[config.mk]
export PLATFORM = sky130hd
export DESIGN_NAME = apb_write_sequencer
export DESIGN_NICKNAME = d
export VERILOG_FILES = /design/src/rtl/apb_pkg.sv /design/src/rtl/rr_arbiter.sv /design/src/rtl/apb_write_sequencer.sv
export SDC_FILE = /design/constraint.sdc
export NUM_CORES = 1
export LEC_CHECK = 0
export ABC_AREA = 1
export CAP_MARGIN = 20
export CORE_AREA = 2 2 135 137
export DETAILED_ROUTE_END_ITERATION = 12
export DIE_AREA = 0 0 137 139
export DONT_BUFFER_PORTS = 1
export SYNTH_ARGS = -nofsm -noshare
export SYNTH_HDL_FRONTEND = slang
export SYNTH_SLANG_ARGS = --single-unit
[constraint.sdc]
create_clock -name PCLK -period 2.32 [get_ports PCLK]
set_input_delay 0.348 -clock PCLK [delete_from_list [all_inputs] [get_ports PCLK]]
set_output_delay 0.348 -clock PCLK [all_outputs]
set_load 0.01 [all_outputs]
[src/rtl/apb_pkg.sv]
// Shared APB definitions for the register-table write path (master and slave side).
package apb_pkg;

  // APB master phase encoding
  typedef enum logic [1:0] {
    APB_IDLE   = 2'd0,
    APB_SETUP  = 2'd1,
    APB_ACCESS = 2'd2
  } apb_state_t;

  // Register-table bus widths, shared with the write slave
  localparam int APB_ADDR_W = 32;
  localparam int APB_DATA_W = 32;

endpackage

[src/rtl/rr_arbiter.sv]
// Round-robin arbiter: one-hot grant, priority rotates to the index after the last winner.
module rr_arbiter #(
  parameter int N = 4
) (
  input  logic         clk,
  input  logic         rst,
  input  logic [N-1:0] req,
  input  logic         en,
  output logic [N-1:0] grant
);

  localparam int PW = (N > 1) ? $clog2(N) : 1;

  logic [PW-1:0] ptr;
  logic [PW-1:0] win_idx;
  logic          found;

  // Scan requesters starting at ptr and grant the first one pending
  always_comb begin
    grant   = '0;
    win_idx = '0;
    found   = 1'b0;
    for (int off = 0; off < N; off++) begin
      for (int i = 0; i < N; i++) begin
        if (!found && req[i] && (i == ((int'(ptr) + off) % N))) begin
          found    = 1'b1;
          grant[i] = 1'b1;
          win_idx  = PW'(i);
        end
      end
    end
  end

  // Move priority past the winner only when a grant is actually taken
  always_ff @(posedge clk) begin
    if (rst) begin
      ptr <= '0;
    end else if (en && found) begin
      ptr <= (win_idx == PW'(N - 1)) ? '0 : win_idx + 1'b1;
    end
  end

endmodule

[src/rtl/apb_write_sequencer.sv]
// APB write master: round-robin requester arbitration, SETUP/ACCESS sequencing and wait-state timeout.
module apb_write_sequencer
  import apb_pkg::*;
#(
  parameter int NUM_REQ     = 4,
  parameter int ADDR_W      = APB_ADDR_W,
  parameter int DATA_W      = APB_DATA_W,
  parameter int TIMEOUT_CYC = 16
) (
  input  logic                      PCLK,
  input  logic                      PRESET,
  input  logic [NUM_REQ-1:0]        req_valid,
  input  logic [NUM_REQ*ADDR_W-1:0] req_addr,
  input  logic [NUM_REQ*DATA_W-1:0] req_data,
  output logic [NUM_REQ-1:0]        req_ack,
  output logic [NUM_REQ-1:0]        req_done,
  output logic [NUM_REQ-1:0]        req_err,
  output logic                      PSEL,
  output logic                      PENABLE,
  output logic                      PWRITE,
  output logic [ADDR_W-1:0]         PADDR,
  output logic [DATA_W-1:0]         PWDATA,
  input  logic                      PREADY,
  input  logic                      PSLVERR,
  output logic                      busy
);

  localparam int CNT_W = $clog2(TIMEOUT_CYC + 1);

  apb_state_t         state;
  apb_state_t         state_nxt;
  logic [NUM_REQ-1:0] owner;
  logic [NUM_REQ-1:0] grant;
  logic [NUM_REQ-1:0] arb_req;
  logic [CNT_W-1:0]   wait_cnt;
  logic               arb_en;
  logic               start;
  logic               complete;
  logic               timeout_hit;
  logic [ADDR_W-1:0]  win_addr;
  logic [DATA_W-1:0]  win_data;

  rr_arbiter #(
    .N(NUM_REQ)
  ) u_arb (
    .clk  (PCLK),
    .rst  (PRESET),
    .req  (arb_req),
    .en   (arb_en),
    .grant(grant)
  );

  // Next-state logic; a timeout always returns to IDLE so the bus visibly drops before the next write
  always_comb begin
    state_nxt   = state;
    arb_en      = 1'b0;
    arb_req     = req_valid;
    complete    = 1'b0;
    timeout_hit = 1'b0;
    case (state)
      APB_IDLE: begin
        arb_en = 1'b1;
        if (|req_valid) state_nxt = APB_SETUP;
      end
      APB_SETUP: begin
        state_nxt = APB_ACCESS;
      end
      APB_ACCESS: begin
        timeout_hit = !PREADY && (wait_cnt == CNT_W'(TIMEOUT_CYC - 1));
        complete    = PREADY || timeout_hit;
        if (timeout_hit) begin
          state_nxt = APB_IDLE;
        end else if (PREADY) begin
          arb_en    = 1'b1;
          arb_req   = req_valid & ~owner;
          state_nxt = (|arb_req) ? APB_SETUP : APB_IDLE;
        end
      end
      default: begin
        state_nxt = APB_IDLE;
      end
    endcase
  end

  assign start = arb_en && (|grant);

  // Select the granted requester's address and data slice
  always_comb begin
    win_addr = '0;
    win_data = '0;
    for (int i = 0; i < NUM_REQ; i++) begin
      if (grant[i]) begin
        win_addr = req_addr[i*ADDR_W +: ADDR_W];
        win_data = req_data[i*DATA_W +: DATA_W];
      end
    end
  end

  // Phase register
  always_ff @(posedge PCLK) begin
    if (PRESET) begin
      state <= APB_IDLE;
    end else begin
      state <= state_nxt;
    end
  end

  // Capture registers, ack/done/err pulses and the wait-state counter
  always_ff @(posedge PCLK) begin
    if (PRESET) begin
      PADDR    <= '0;
      PWDATA   <= '0;
      owner    <= '0;
      wait_cnt <= '0;
      req_ack  <= '0;
      req_done <= '0;
      req_err  <= '0;
    end else begin
      req_ack  <= start ? grant : '0;
      req_done <= complete ? owner : '0;
      req_err  <= (complete && (timeout_hit || PSLVERR)) ? owner : '0;
      if (start) begin
        PADDR    <= win_addr;
        PWDATA   <= win_data;
        owner    <= grant;
        wait_cnt <= '0;
      end else if ((state == APB_ACCESS) && !PREADY) begin
        wait_cnt <= wait_cnt + 1'b1;
      end
    end
  end

  assign PSEL    = (state != APB_IDLE);
  assign PENABLE = (state == APB_ACCESS);
  assign PWRITE  = PSEL;
  assign busy    = (state != APB_IDLE);

endmodule
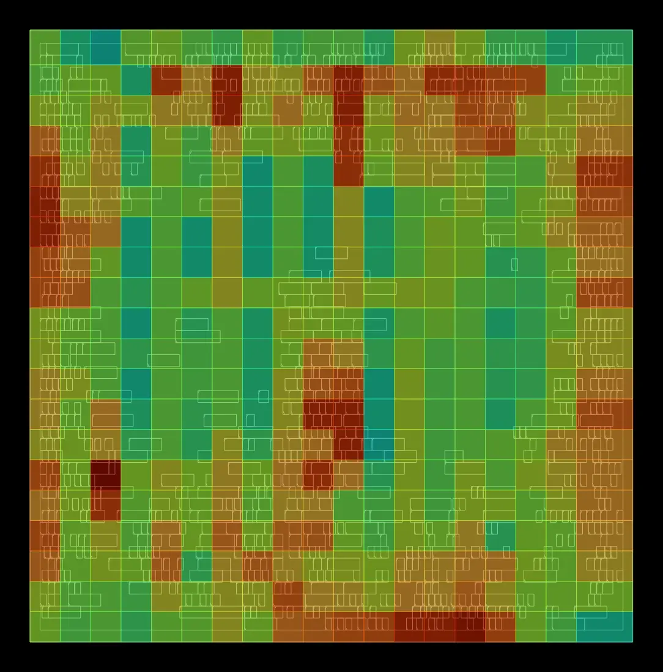
*Track usage over the die, run 1*
M3 GR Usage: 0.0453
WL per Instance: 16.7 um

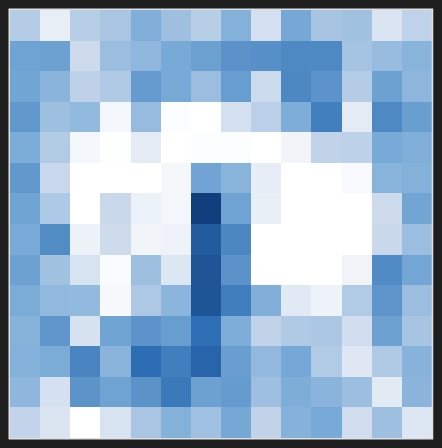
*Cell density map, run 1*
The die is cut into 14 by 14 equal tiles; white is low, dark blue is high, 0 to 100% covered.
nearly empty tiles: 12%
tiles over 75% full: 3.1%
mean over tiles: 35%
emptiest ninth of the die: middle right
fullest tile: 94%
densest ninth of the die: bottom centre

==> summary.txt, run 1 <==
Status: complete, but fails checks
Violated checks: negative setup slack
Initial DRC Count: 341
Adder Area Share: 0.00437
Clk buf depth: 2
Cell Pwr Density: 1610 nW/um^2
CP Depth: 20
Signal buf overhead: 0.123
Cell Type Count: 30
Setup Crit Path Kind: register to register
Fin. max-slew vios: 0
Clock network fraction of total power: 0.130
Predominant post-synthesis flop cell: dfxtp_1
Top power group: combinational cells
Die Wd: 137 um
Antenna-violating nets left: 0
Met3 WL: 1.63 mm
First-pass GRT wire length: 29.8 mm
Wire length on met1: 8.54 mm
Fin cells: 1257
Post-DP Area: 6120 sq um
Register share of total power: 0.269
Final worst-path cycle share: 1.08
Worst-path cell chain: inv_4, nand4_1, nand3b_1, nand2_2, nor2_4, buf_4, nand3_2, nor2_2, nand4_1, nand2_2, nor2_4, nand4_1, nand2_4, buf_12, buf_12, clkbuf_16, nand2_2, nand3_2, nand2_1, nand2_1
Vias in the first global route: 5881
P_sw: 0.00539 W
Finished Cell Area: 7010 sq um
GR peak layer: met2
HPWL after DPL: 14.2 mm
Min setup slack post-route: -187 ps
P_comb: 0.00678 W
R2r endpoint: PADDR[15]
RSZ-0062 raised after global routing: true
Largest net degree at the start of global routing: 45
Final hold slack: 52.8 ps
Comb gates: 763
Layout area overhead: 22.4%
Final core occ: 0.397
Final setup viols: 66
WHS Endpoint: state[1]
Synthesized area: 5720 sq um
Max-Slew Margin vs Limit: 0.618
Most frequent cells in the layout: nand2_1, nand3_1, inv_1, dfxtp_1, buf_4
Largest regs: PADDR (32), PWDATA (32), wait_cnt (5)
GR Util met1: 0.226
WHS Path Cells: 1
Vias per std cell: 5.06
Crit path DRT: 2570 ps
Yosys Chip Area: 5720 sq um
Asr flop ratio synth: 0
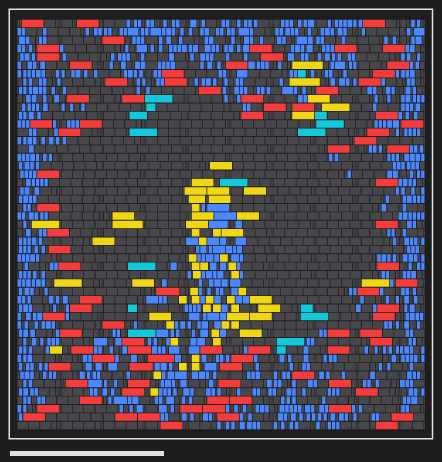
*Cells coloured by class, run 1*
The bar under the picture is 50 um long. Fill, decap, tap and diode cells in grey.
| colour | class | cells |
|---|---|---|
| blue | combinational and other logic | 862 |
| cyan | clock drivers and dummy loads | 16 |
| red | flops | 89 |
| yellow | other buffers and delay cells | 61 |

## Run 2: what changed since run 1
--- a/config.mk
+++ b/config.mk
@@ -8,6 +8,7 @@
 export ABC_AREA = 1
 export CAP_MARGIN = 20
 export CORE_AREA = 2 2 135 137
+export CTS_CLUSTER_SIZE = 12
 export DETAILED_ROUTE_END_ITERATION = 12
 export DIE_AREA = 0 0 137 139
 export DONT_BUFFER_PORTS = 1
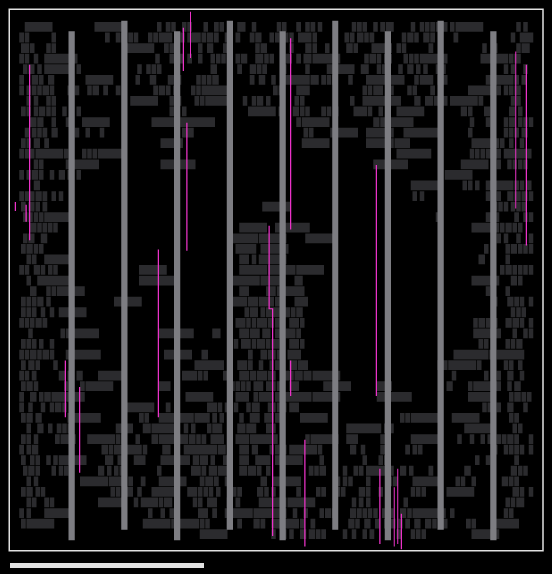
*M4 wires, run 2*
The bar under the picture is 50 um long. Supply wires on this layer in grey. Cells faint in the background.
main direction: vertical
longest straight run: 59.2 um
wire length on this layer: 558 um
nets with wire on the layer: 17

==> summary.txt, run 2 <==
Met3 WL: 1.63 mm
Setup Crit Path Kind: register to register
R2r endpoint: PADDR[15]
GR peak layer: met2
M3 GR Usage: 0.0453
Largest regs: PADDR (32), PWDATA (32), wait_cnt (5)
Comb gates: 763
Synthesized area: 5720 sq um
Placed cell count: 1215
Clk buf depth: 2
Number of synthesized flops with an enable pin: 0
Min setup slack post-route: -187 ps
Final core occ: 0.397
First-pass GRT wire length: 29.8 mm
Vias in the first global route: 5881
Post-DP Area: 6120 sq um
CP Depth: 20
Layout area overhead: 22.4%
Clock network fraction of total power: 0.130
Max-Slew Margin vs Limit: 0.618
Die Wd: 137 um
Yosys Chip Area: 5720 sq um
Wire length on met1: 8.54 mm
Final worst-path cycle share: 1.08
Adder Area Share: 0.00437
Most frequent cells in the layout: nand2_1, nand3_1, inv_1, dfxtp_1, buf_4
Asr flop ratio synth: 0
P_sw: 0.00539 W
Final hold slack: 52.8 ps
Crit path DRT: 2570 ps
Finished Cell Area: 7010 sq um
WHS Endpoint: state[1]
Register share of total power: 0.269
Final setup viols: 66
Signal buf overhead: 0.123
Fin cells: 1257
Status: complete, but fails checks
Cell Pwr Density: 1610 nW/um^2
Vias per std cell: 5.06
Predominant post-synthesis flop cell: dfxtp_1
Fin. max-slew vios: 0
HPWL after DPL: 14.2 mm
Violated checks: negative setup slack
P_comb: 0.00678 W
### Cell density map, run 2

The die is cut into 14 by 14 equal tiles; white is low, dark blue is high, 0 to 100% covered.
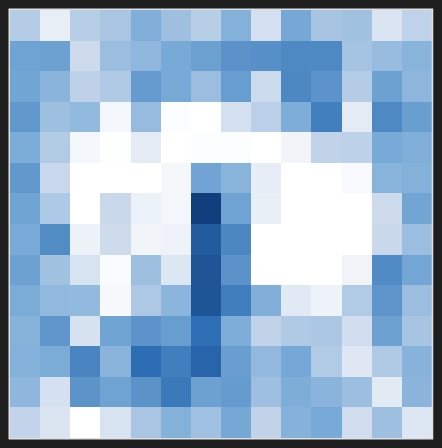

## Run 3: what changed since run 2
--- a/config.mk
+++ b/config.mk
@@ -12,6 +12,8 @@
 export DETAILED_ROUTE_END_ITERATION = 12
 export DIE_AREA = 0 0 137 139
 export DONT_BUFFER_PORTS = 1
+export GPL_ROUTABILITY_DRIVEN = 0
+export MAX_ROUTING_LAYER = met4
 export SYNTH_ARGS = -nofsm -noshare
 export SYNTH_HDL_FRONTEND = slang
 export SYNTH_SLANG_ARGS = --single-unit
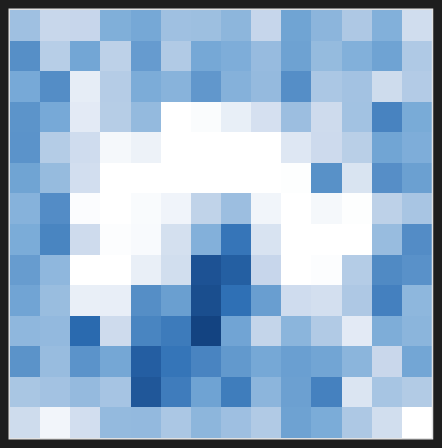
*Cell density map, run 3*
The die is cut into 14 by 14 equal tiles; white is low, dark blue is high, 0 to 100% covered.
fullest tile: 92%
mean over tiles: 36%
densest ninth of the die: bottom centre
tiles over 75% full: 3.6%

==> summary.txt, run 3 <==
Status: complete, but fails checks
Violated checks: negative setup slack
CP Data Arrival Time: 2710 ps
M3 GR Usage: 0.0482
Final hold slack: 44.1 ps
P_sw: 0.00554 W
GR peak layer: met2
Cell Type Count: 30
Vias per std cell: 5.05
Finished Cell Area: 7170 sq um
Most numerous logic cell after layout: nand2_1
Yosys Chip Area: 5720 sq um
WHS Path Cells: 1
WHS Endpoint: state[1]
P_comb: 0.00698 W
RSZ-0062 raised after global routing: true
Vias in the first global route: 5700
Post-DP Area: 6110 sq um
Largest regs: PADDR (32), PWDATA (32), wait_cnt (5)
CP Depth: 17
Max-Slew Margin vs Limit: 0.620
First-pass GRT wire length: 28.3 mm
Final core occ: 0.406
Adder Area Share: 0.00437
Final setup viols: 63
Top power group: combinational cells
Predominant post-synthesis flop cell: dfxtp_1
Share of cells above drive strength 1: 0.170
Layout area overhead: 25.3%
Cell Pwr Density: 1600 nW/um^2
Antenna-violating nets left: 0
Fin cells: 1252
Largest net degree at the start of global routing: 45
Delay-heaviest family, CP: simple AND/OR/NAND/NOR gates
Synthesized area: 5720 sq um
Clk buf depth: 2
Clock network fraction of total power: 0.128
Placed cell count: 1213
Fin. max-slew vios: 0
Setup Crit Path Kind: register to register
R2r endpoint: PADDR[24]
Met3 WL: 1.75 mm
Min setup slack post-route: -83.6 ps
HPWL after DPL: 14.2 mm
Most frequent cells in the layout: nand2_1, nand3_1, inv_1, dfxtp_1, nand2_2
Register share of total power: 0.265
GR Util met1: 0.211
Worst-path cell chain: inv_2, nand4_1, nand3b_1, nand2_2, nor2_4, nand4_1, nor2_2, nand4_1, nor2_4, nand4_1, nand2_4, buf_12, clkbuf_16, nand2_1, nand3_1, nand2_1, nand2_1
Final hold vios: 0
Power is estimated from default activity; no workload was simulated.
